===== config.mk =====
export PLATFORM = sky130hd
export DESIGN_NAME = demultiplexer_1_to_3_flat
export DESIGN_NICKNAME = d
export VERILOG_FILES = /design/src/rtl/demultiplexer_1_to_3_pkg.sv /design/src/rtl/demultiplexer_1_to_3_if.sv /design/src/rtl/demultiplexer_1_to_3_slot.sv /design/src/rtl/demultiplexer_1_to_3.sv /design/src/flat_wrapper.sv
export SDC_FILE = /design/constraint.sdc
export NUM_CORES = 1
export LEC_CHECK = 0
export ABC_AREA = 1
export CORE_MARGIN = 5
export CORE_UTILIZATION = 46
export CTS_CLUSTER_DIAMETER = 60
export DETAILED_ROUTE_END_ITERATION = 16
export PLACE_DENSITY_LB_ADDON = 0.1
export SLEW_MARGIN = 25
export SYNTH_ARGS = -nofsm -noshare
export SYNTH_HDL_FRONTEND = slang
export SYNTH_SLANG_ARGS = --single-unit
export TNS_END_PERCENT = 30

===== constraint.sdc =====
create_clock -name clk_i -period 1.9 [get_ports clk_i]
set_input_delay 0.38 -clock clk_i [delete_from_list [all_inputs] [get_ports clk_i]]
set_output_delay 0.38 -clock clk_i [all_outputs]
set_load 0.05 [all_outputs]

===== src/rtl/demultiplexer_1_to_3_pkg.sv =====
// Shared selector encodings, channel count and selector decode helper for the 1-to-3 demux.
// Latency: none (constants and a pure function only).
// Backpressure: not applicable.
package demux_pkg;

  localparam int NUM_CH = 3;

  localparam logic [1:0] SEL_CH0     = 2'b00;
  localparam logic [1:0] SEL_CH1     = 2'b01;
  localparam logic [1:0] SEL_CH2     = 2'b10;
  localparam logic [1:0] SEL_INVALID = 2'b11;

  // One-hot channel decode; the invalid encoding maps to no channel.
  function automatic logic [NUM_CH-1:0] sel_onehot(input logic [1:0] sel);
    logic [NUM_CH-1:0] oh;
    oh = '0;
    case (sel)
      SEL_CH0: oh = 3'b001;
      SEL_CH1: oh = 3'b010;
      SEL_CH2: oh = 3'b100;
      default: oh = '0;
    endcase
    return oh;
  endfunction

endpackage


===== src/rtl/demultiplexer_1_to_3_if.sv =====
// Producer-side stream plus three consumer channels of the 1-to-3 demux.
// Latency: none (wiring only).
// Backpressure: In_Ready_o toward the producer, Out_Ready_i per consumer channel.
interface demultiplexer_1_to_3_if
  import demux_pkg::*;
#(
  parameter int NBits = 32
);

  logic [1:0]        Selector_i;
  logic              In_Valid_i;
  logic [NBits-1:0]  In_Data_i;
  logic              In_Ready_o;
  logic [NUM_CH-1:0] Out_Valid_o;
  logic [NBits-1:0]  Out_Data_0_o;
  logic [NBits-1:0]  Out_Data_1_o;
  logic [NBits-1:0]  Out_Data_2_o;
  logic [NUM_CH-1:0] Out_Ready_i;

  // Environment side: drives the input stream and the consumer readies.
  modport master (
    output Selector_i, In_Valid_i, In_Data_i, Out_Ready_i,
    input  In_Ready_o, Out_Valid_o, Out_Data_0_o, Out_Data_1_o, Out_Data_2_o
  );

  // Demux side.
  modport slave (
    input  Selector_i, In_Valid_i, In_Data_i, Out_Ready_i,
    output In_Ready_o, Out_Valid_o, Out_Data_0_o, Out_Data_1_o, Out_Data_2_o
  );

endinterface


===== src/rtl/demultiplexer_1_to_3_slot.sv =====
// One-entry valid/data output buffer for a single demux channel.
// Latency: 1 cycle from load to o_vld.
// Backpressure: holds its word while i_drain_rdy is low; accepts a refill on the draining edge.
module Demux_Output_Slot #(
  parameter int NBits = 32
) (
  input  logic             i_clk,
  input  logic             i_rst_n,
  input  logic             i_load,
  input  logic [NBits-1:0] i_load_dat,
  input  logic             i_drain_rdy,
  output logic             o_vld,
  output logic [NBits-1:0] o_dat,
  output logic             o_can_accept
);

  logic             r_vld;
  logic [NBits-1:0] r_dat;

  // Load wins over drain so a same-edge drain and refill keeps the slot valid.
  always_ff @(posedge i_clk) begin
    if (!i_rst_n) begin
      r_vld <= 1'b0;
      r_dat <= '0;
    end else if (i_load) begin
      r_vld <= 1'b1;
      r_dat <= i_load_dat;
    end else if (i_drain_rdy) begin
      r_vld <= 1'b0;
    end
  end

  // Free now, or freed on this edge by the consumer taking the current word.
  assign o_can_accept = ~r_vld | i_drain_rdy;
  assign o_vld        = r_vld;
  assign o_dat        = r_dat;

endmodule


===== src/rtl/demultiplexer_1_to_3.sv =====
// Routes one valid/ready stream to three buffered channels by a 2-bit selector; optional drop counter under DEMUX_DROP_COUNT_EN.
// Latency: 1 cycle from input acceptance to Out_Valid_o on the selected channel.
// Backpressure: stalls only when the selected slot is full and its consumer is not ready; selector 11 always accepted and discarded.
module demultiplexer_1_to_3
  import demux_pkg::*;
#(
  parameter int NBits   = 32,
  parameter int CntBits = 8
) (
  input  logic                 clk_i,
  input  logic                 rst_n_i,
  demultiplexer_1_to_3_if.slave bus
`ifdef DEMUX_DROP_COUNT_EN
  ,
  output logic [CntBits-1:0]   Drop_Count_o
`endif
);

  logic [NUM_CH-1:0] w_sel_oh;
  logic [NUM_CH-1:0] w_can_accept;
  logic [NUM_CH-1:0] w_load;
  logic [NUM_CH-1:0] w_vld;
  logic [NBits-1:0]  w_dat [NUM_CH];
  logic              w_sel_invalid;
  logic              w_in_rdy;

  assign w_sel_oh      = sel_onehot(bus.Selector_i);
  assign w_sel_invalid = (bus.Selector_i == SEL_INVALID);

  // Ready depends only on selector and the addressed slot, never on In_Valid_i.
  assign w_in_rdy       = w_sel_invalid | (|(w_sel_oh & w_can_accept));
  assign bus.In_Ready_o = w_in_rdy;

  assign w_load = w_sel_oh & {NUM_CH{bus.In_Valid_i & w_in_rdy}};

  for (genvar g = 0; g < NUM_CH; g++) begin : g_slot
    Demux_Output_Slot #(.NBits(NBits)) u_slot (
      .i_clk        (clk_i),
      .i_rst_n      (rst_n_i),
      .i_load       (w_load[g]),
      .i_load_dat   (bus.In_Data_i),
      .i_drain_rdy  (bus.Out_Ready_i[g]),
      .o_vld        (w_vld[g]),
      .o_dat        (w_dat[g]),
      .o_can_accept (w_can_accept[g])
    );
  end

  assign bus.Out_Valid_o  = w_vld;
  assign bus.Out_Data_0_o = w_dat[0];
  assign bus.Out_Data_1_o = w_dat[1];
  assign bus.Out_Data_2_o = w_dat[2];

`ifdef DEMUX_DROP_COUNT_EN
  logic [CntBits-1:0] r_drop_cnt;

  // Count accepted invalid-selector transfers, saturating at all-ones.
  always_ff @(posedge clk_i) begin
    if (!rst_n_i) begin
      r_drop_cnt <= '0;
    end else if (bus.In_Valid_i && w_sel_invalid && (r_drop_cnt != '1)) begin
      r_drop_cnt <= r_drop_cnt + 1'b1;
    end
  end

  assign Drop_Count_o = r_drop_cnt;
`endif

endmodule


===== src/flat_wrapper.sv =====
// flat-port wrapper written by rule: the top's interface ports become plain ports
module demultiplexer_1_to_3_flat import demux_pkg::*;
#(
  parameter int NBits   = 32,
  parameter int CntBits = 8
)
  (clk_i, rst_n_i, bus_Selector_i, bus_In_Valid_i, bus_In_Data_i, bus_Out_Ready_i, bus_In_Ready_o, bus_Out_Valid_o, bus_Out_Data_0_o, bus_Out_Data_1_o, bus_Out_Data_2_o);
  demultiplexer_1_to_3_if #(.NBits(NBits)) bus_i ();
  input  logic clk_i;
  input  logic rst_n_i;
  input wire logic [$bits(bus_i.Selector_i)-1:0] bus_Selector_i;
  input wire logic [$bits(bus_i.In_Valid_i)-1:0] bus_In_Valid_i;
  input wire logic [$bits(bus_i.In_Data_i)-1:0] bus_In_Data_i;
  input wire logic [$bits(bus_i.Out_Ready_i)-1:0] bus_Out_Ready_i;
  output wire logic [$bits(bus_i.In_Ready_o)-1:0] bus_In_Ready_o;
  output wire logic [$bits(bus_i.Out_Valid_o)-1:0] bus_Out_Valid_o;
  output wire logic [$bits(bus_i.Out_Data_0_o)-1:0] bus_Out_Data_0_o;
  output wire logic [$bits(bus_i.Out_Data_1_o)-1:0] bus_Out_Data_1_o;
  output wire logic [$bits(bus_i.Out_Data_2_o)-1:0] bus_Out_Data_2_o;
  assign bus_i.Selector_i = bus_Selector_i;
  assign bus_i.In_Valid_i = bus_In_Valid_i;
  assign bus_i.In_Data_i = bus_In_Data_i;
  assign bus_i.Out_Ready_i = bus_Out_Ready_i;
  assign bus_In_Ready_o = bus_i.In_Ready_o;
  assign bus_Out_Valid_o = bus_i.Out_Valid_o;
  assign bus_Out_Data_0_o = bus_i.Out_Data_0_o;
  assign bus_Out_Data_1_o = bus_i.Out_Data_1_o;
  assign bus_Out_Data_2_o = bus_i.Out_Data_2_o;
  demultiplexer_1_to_3 #(.NBits(NBits), .CntBits(CntBits)) u_core (.clk_i(clk_i), .rst_n_i(rst_n_i), .bus(bus_i));
endmodule

I/O nets highlighted:
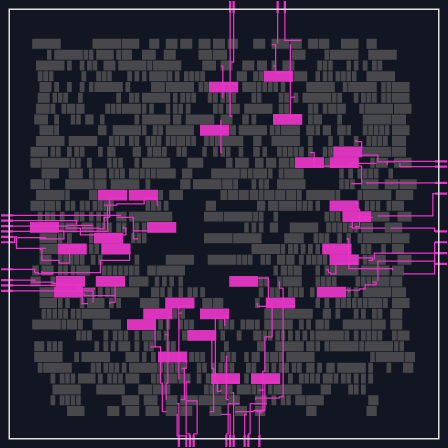
port	color	direction	edge	end cells	buffers	wire
`bus_Out_Data_0_o`	magenta	output	10 left, 10 bottom, 8 right, 4 top	32	32	1060 µm
IO Port Bufs: 139
Top Ports: 140

==> flow_summary.json <==
{
  "switching_share_pct": 30.5,
  "synth-seq-cells": 99,
  "seq_cells": 99,
  "comb_area_um2": 1610,
  "busiest_layer": "met2",
  "worst_hold_path.endpoint": "u_core.g_slot[1].u_slot.o_dat[9]",
  "fa_ha_area_share_pct": 0,
  "lay_top_cells": "nand2_1, nor2_1, inv_1",
  "ys_sh_xor_pct": 0,
  "grt_overflow": 0,
  "synth-main-ff-cell": "dfxtp_1",
  "first_iter_violations": 148,
  "post_cts_buffers": 0,
  "top_power_group": "sequential cells",
  "reg2reg_from": "u_core.g_slot[0].u_slot.o_vld",
  "dieArea_um2": 11600,
  "final.setup_skew_ns": 0.00764,
  "yosys_area_um2": 4400,
  "synth_area_um2": 4400,
  "initCoreUtil_pct": 47.4,
  "cts-root-buf": "clkbuf_8",
  "cts_buffers": 9,
  "seqPwrFrac_pct": 49.4,
  "clk_pin_slew_ns": 0.09,
  "critPathMaxStageDelay_ns": 0.52,
  "die_h_um": 108,
  "areaGrowthSynthToFinish_pct": 38.6,
  "outcome": "complete, no violations",
  "num_antenna_cells": 0,
  "p_sw_mw": 1.36,
  "finalClockPeriodUsage_pct": 95.5
}
Placed cells, one color a class:
Fill, decap, tap and diode cells in gray.
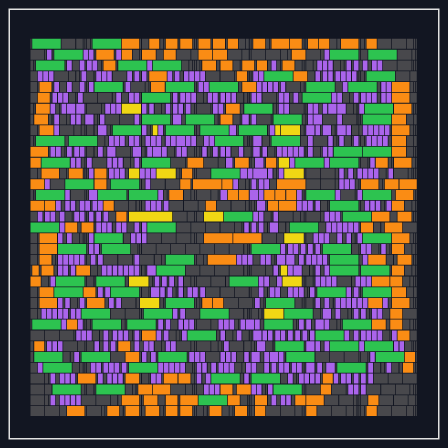
class	color	cells	share of their area
all other logic	purple	568	38%
other buffers and delay cells	orange	154	26%
flip-flops	green	99	33%
clock drivers and dummy loads	yellow	16	3.3%
num rows: 35
fin util: 65.7%
Core Footprint: 9280 µm²
Final Cell Area: 6100 µm²
Seq area share: 32.5%

